## src/rtl/qpsk_pkg.sv

```systemverilog
// Shared QPSK definitions: phase-index mapping, frame-sync FSM states,
// default start-of-frame word.
package qpsk_pkg;

   typedef enum logic [1:0] {SEARCH, PAYLOAD, CHECK} fsm_t;

   localparam int          DEF_SOF_LEN     = 26;
   localparam logic [25:0] DEF_SOF_PATTERN = 26'h3278428;

   // symbol {I,Q} -> phase index: 00->0, 10->1, 11->2, 01->3
   function automatic logic [1:0] sym2idx(input logic [1:0] s);
      return {s[0], s[1] ^ s[0]};
   endfunction

   // phase index -> symbol {I,Q}
   function automatic logic [1:0] idx2sym(input logic [1:0] i);
      return {i[1] ^ i[0], i[1]};
   endfunction

   // rotate a symbol back by r quarter turns
   function automatic logic [1:0] derot(input logic [1:0] s, input logic [1:0] r);
      return idx2sym(sym2idx(s) - r);
   endfunction

endpackage

```

## src/rtl/sof_correlator.sv

```systemverilog
// Combinational SOF correlator: scores the symbol window against the SOF
// word under all four phase rotations and reports the strongest one.
// window[0] is the newest symbol and lines up with pattern[0] (the last
// SOF bit sent).
module sof_correlator
   import qpsk_pkg::*;
#(
   parameter int SOF_LEN = 26,
   parameter int MAX_ERR = 3
)(
   input  logic [SOF_LEN-1:0][1:0]         window,
   input  logic [SOF_LEN-1:0]              pattern,
   output logic [1:0]                      best,
   output logic [$clog2(SOF_LEN+1)-1:0]    match_best,
   output logic                            hit
);
   localparam int            CW     = $clog2(SOF_LEN+1);
   localparam logic [CW-1:0] THRESH = CW'(SOF_LEN - MAX_ERR);

   logic [3:0][CW-1:0] match;

   // count agreeing window positions for each candidate rotation
   always_comb begin
      match = '0;
      for (int r = 0; r < 4; r++)
         for (int k = 0; k < SOF_LEN; k++)
            if (derot(window[k], 2'(r)) == {pattern[k], pattern[k]})
               match[r] = match[r] + CW'(1);
   end

   // strongest rotation; strict compare keeps the lowest index on ties
   always_comb begin
      best       = 2'd0;
      match_best = match[0];
      for (int r = 1; r < 4; r++)
         if (match[r] > match_best) begin
            best       = 2'(r);
            match_best = match[r];
         end
   end

   assign hit = (match_best >= THRESH);

endmodule

```

## src/rtl/qpsk_frame_sync.sv

```systemverilog
// QPSK frame synchroniser: finds the SOF under any 90-degree ambiguity,
// derotates and frames the payload, and flywheels through bad SOFs.
module qpsk_frame_sync
   import qpsk_pkg::*;
#(
   parameter int                 SOF_LEN     = DEF_SOF_LEN,
   parameter logic [SOF_LEN-1:0] SOF_PATTERN = SOF_LEN'(DEF_SOF_PATTERN),
   parameter int                 FRAME_LEN   = 63,
   parameter int                 MAX_ERR     = 3,
   parameter int                 MISS_LIMIT  = 3
)(
   input  logic       clk,
   input  logic       rst_n,
   input  logic       in_valid,
   input  logic [1:0] in_data,
   output logic       in_ready,
   output logic       out_valid,
   input  logic       out_ready,
   output logic [1:0] out_data,
   output logic       out_sof,
   output logic       out_eof,
   output logic       locked,
   output logic [1:0] rot,
   output logic       sof_miss
);
   localparam int CW = $clog2(SOF_LEN+1);
   localparam int PW = $clog2(FRAME_LEN);
   localparam int SW = $clog2(SOF_LEN);
   localparam int MW = $clog2(MISS_LIMIT+1);

   fsm_t                    state, state_nx;
   logic [SOF_LEN-2:0][1:0] hist;
   logic [SOF_LEN-1:0][1:0] window;
   logic [PW-1:0]           pay_cnt;
   logic [SW-1:0]           sof_cnt;
   logic [MW-1:0]           miss_cnt, miss_nx;
   logic [1:0]              best;
   logic [CW-1:0]           unused_match;
   logic                    hit, accept, pay_last, sof_last;
   logic                    lock_hit, take_pay, chk_acc, chk_hit, chk_miss;

   // a single output register: accept whenever it is empty or draining
   assign in_ready = ~out_valid | out_ready;
   assign accept   = in_valid & in_ready;
   assign locked   = (state != SEARCH);
   assign pay_last = (pay_cnt == PW'(FRAME_LEN-1));
   assign sof_last = (sof_cnt == SW'(SOF_LEN-1));
   assign miss_nx  = miss_cnt + MW'(1);

   // newest symbol joins the window in the same cycle it is accepted
   assign window = {hist, in_data};

   sof_correlator #(.SOF_LEN(SOF_LEN), .MAX_ERR(MAX_ERR)) u_corr (
      .window     (window),
      .pattern    (SOF_PATTERN),
      .best       (best),
      .match_best (unused_match),
      .hit        (hit)
   );

   // state register
   always_ff @(posedge clk or negedge rst_n)
      if (!rst_n) state <= SEARCH;
      else        state <= state_nx;

   // next-state logic
   always_comb begin
      state_nx = state;
      case (state)
         SEARCH:  if (lock_hit) state_nx = PAYLOAD;
         PAYLOAD: if (take_pay && pay_last) state_nx = CHECK;
         CHECK: begin
            if (chk_hit)       state_nx = PAYLOAD;
            else if (chk_miss) state_nx = (miss_nx == MW'(MISS_LIMIT)) ? SEARCH : PAYLOAD;
         end
         default: state_nx = SEARCH;
      endcase
   end

   // per-state decode of what an accepted symbol means
   always_comb begin
      lock_hit = 1'b0;
      take_pay = 1'b0;
      chk_acc  = 1'b0;
      chk_hit  = 1'b0;
      chk_miss = 1'b0;
      case (state)
         SEARCH:  lock_hit = accept & hit;
         PAYLOAD: take_pay = accept;
         CHECK: begin
            chk_acc  = accept;
            chk_hit  = accept & sof_last & hit;
            chk_miss = accept & sof_last & ~hit;
         end
         default: ;
      endcase
   end

   // history, counters, rotation latch and the output register
   always_ff @(posedge clk or negedge rst_n) begin
      if (!rst_n) begin
         hist      <= '0;
         pay_cnt   <= '0;
         sof_cnt   <= '0;
         miss_cnt  <= '0;
         rot       <= 2'd0;
         sof_miss  <= 1'b0;
         out_valid <= 1'b0;
         out_data  <= 2'd0;
         out_sof   <= 1'b0;
         out_eof   <= 1'b0;
      end else begin
         if (accept) hist <= window[SOF_LEN-2:0];

         // a miss keeps the old rotation, even when dropping back to search
         if (lock_hit || chk_hit) rot <= best;

         if (lock_hit || chk_hit) miss_cnt <= '0;
         else if (chk_miss)       miss_cnt <= miss_nx;

         if (lock_hit || chk_hit || chk_miss) pay_cnt <= '0;
         else if (take_pay)                   pay_cnt <= pay_last ? '0 : pay_cnt + PW'(1);

         if (take_pay && pay_last) sof_cnt <= '0;
         else if (chk_acc)         sof_cnt <= sof_last ? '0 : sof_cnt + SW'(1);

         sof_miss <= chk_miss;

         if (take_pay) begin
            out_valid <= 1'b1;
            out_data  <= derot(in_data, rot);
            out_sof   <= (pay_cnt == '0);
            out_eof   <= pay_last;
         end else if (out_ready) begin
            out_valid <= 1'b0;
         end
      end
   end

endmodule

```

## config.mk

```make
export PLATFORM = sky130hd
export DESIGN_NAME = qpsk_frame_sync
export DESIGN_NICKNAME = d
export VERILOG_FILES = /design/src/rtl/qpsk_pkg.sv /design/src/rtl/sof_correlator.sv /design/src/rtl/qpsk_frame_sync.sv
export SDC_FILE = /design/constraint.sdc
export NUM_CORES = 1
export LEC_CHECK = 0
export ABC_CLOCK_PERIOD_IN_PS = 21200
export CORE_MARGIN = 8
export CORE_UTILIZATION = 45
export CTS_CLUSTER_SIZE = 25
export DETAILED_ROUTE_END_ITERATION = 10
export GPL_TIMING_DRIVEN = 0
export HOLD_SLACK_MARGIN = 0.02
export PLACE_DENSITY = 0.71
export SYNTH_ARGS = -nofsm -noshare
export SYNTH_HDL_FRONTEND = slang
export SYNTH_HIERARCHICAL = 1
export SYNTH_SLANG_ARGS = --single-unit
```

## constraint.sdc

```tcl
create_clock -name clk -period 21.2 [get_ports clk]
set_input_delay 4.24 -clock clk [delete_from_list [all_inputs] [get_ports clk]]
set_output_delay 4.24 -clock clk [all_outputs]
set_load 0.1 [all_outputs]
```

layer_met4.png
Scale bar: 50 µm.
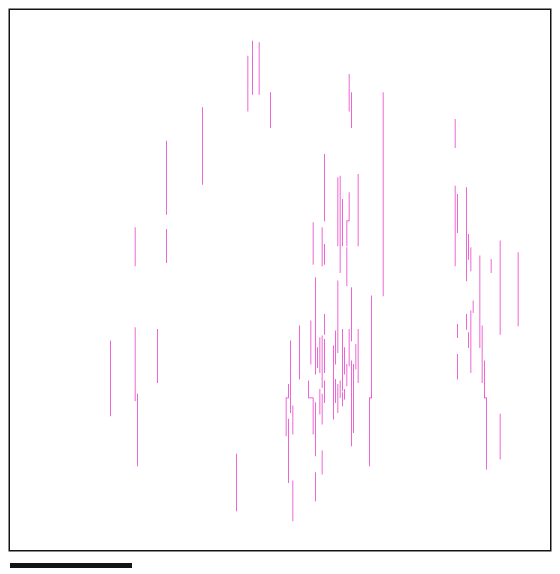
share of all routed wire: 3.1%
nets with wire on the layer: 80
main direction: vertical
final wirelength: 54.91 mm
vias: 19670

wires.png
Two of the layers only.
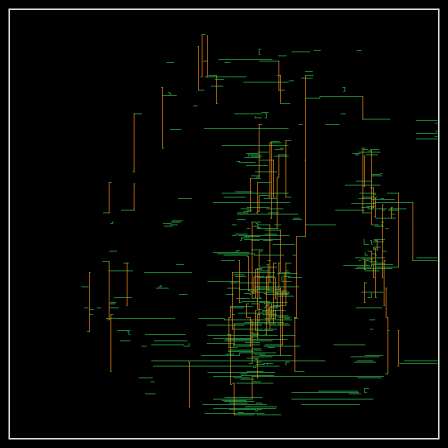
| color | layer | wire length |
|---|---|---|
| orange | metal 4 | 1720 µm |
| green | metal 3 | 3400 µm |
drt wl/cell: 16.28 µm
Total GRT Usage: 0.2142

==> deck_impl_summary.md <==
Physical Implementation Snapshot

Outcome
  • Outcome: finished, violations left
  • Failing checks: setup timing

Final timing
  • Max-slew violation count: 0
  • Worst hold margin: 0.4762 ns
  • Final setup viols: 12
  • FMAX: 43.15 MHz
  • Fin Setup TNS: -23.18 ns
  • Worst-margin pin slew: 1.042 ns
  • RSZ-0062 raised after global routing: true
  • Crit path time final: 23.17 ns
  • Final setup margin: -1.972 ns
  • Worst clock skew: 0.01231 ns

Critical path
  • FF-to-FF path depth: 119
  • Crit. End Element: flop
  • Setup crit end: rot[1]
  • CP arrival: 23.41 ns
  • FF-to-FF setup slack: 1.34 ns
  • Crit-path leading delay family: buffers and inverters
  • Most frequent CP cell: buf_4
  • Startpoint type of the worst setup path: input pin
  • CP required: 21.44 ns

Drt
  • Pre-antenna DRT Iters: 6
  • DRC viols: 0
  • Post-route ant nets: 0
  • DR iter-0 viols: 1607

Placed design
  • Pre-CTS WS: -4.241 ns
  • RePlAce Congestion: 0.9285
  • PortBufs: 15
  • Post-DP Area: 20460 µm²
  • Post-Place Cells: 3145

Clock network
  • Worst skew pair latency: 0.35 ns
  • H-tree levels: 3
  • Clk root buf: clkbuf_16
  • Worst-path clk slew: 0.06 ns
  • CTS buffer count: 9
  • Max clock buf depth: 2
  • CTS tree: yes
  • Hold_buf cts: 0

Final layout
  • Layout clock area frac: 0.01173
  • Signal inverters: 96
  • Layout area overhead: 23.68%
  • Bufs w/o clock: 297
  • Share of layout cells above drive strength 1: 0.2123
  • Ant diodes: 0
  • Fillers: 3579
  • Most common logic cells in the final layout: nand2_1 (289), xnor2_1 (226), buf_4 (218), nor2_1 (161), conb_1 (153)
  • MI comb area: 17970 µm²
  • Cell area after layout: 23260 µm²

Flow run
  • Tool Warnings: 36

Synthesis
  • Mapped cell area: 18810 µm²
  • Syn Area/Cell: 7.710 µm²
  • Mapped Cells: 2439
  • Synth warnings: 6

Die
  • Core area: 41570 µm²
  • IO Pins: 16
  • Core Density at Floorplan: 0.4524
  • Die Ht: 220.4 µm
  • Die Width: 220.4 µm
  • Die area: 48590 µm²

GRT
  • Antenna violations before repair: 0
  • Grt total ovfl: 0
  • First-pass GRT wire length: 88.00 mm
  • Vias in the first global route: 18720

Worst hold path
  • Hold Path Class: flop to flop
  • Hold path depth: 1
flops_by_reg.png
Scale bar: 50 µm.
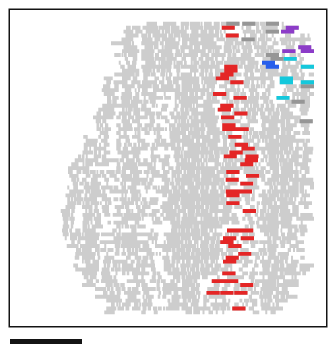
| color | signal | sequential cells |
|---|---|---|
| cyan | pay_cnt | 6 |
| purple | sof_cnt | 5 |
| red | hist | 50 |
| blue | rot | 2 |
not colored: 10
flop share of the area: 0.07854
Core Util, Final: 0.5595

repair_timing:
| item | 4_1_cts | 5_1_grt |
|---|---|---|
| pin swaps | 86 | 95 |
| gates resized | 99 | 90 |
| cloned | 0 | 1 |
| endpoints found under the setup margin | 12 | 12 |
| setup buffers | 182 | 34 |
routing by layer:
layer	wire length (µm)	part of all wire	global-route usage
met1	23880	0.43	0.2761
met3	3403	0.062	0.02091
met5	0	0	0
met4	1715	0.031	0.07073
met2	25910	0.47	0.3712
state kept, by name (all words and copies together), names as in the netlist, 2 cells and up:
register	cells
hist	50
miss_cnt	2
out_data	2
pay_cnt	6
rot	2
sof_cnt	5
state	2
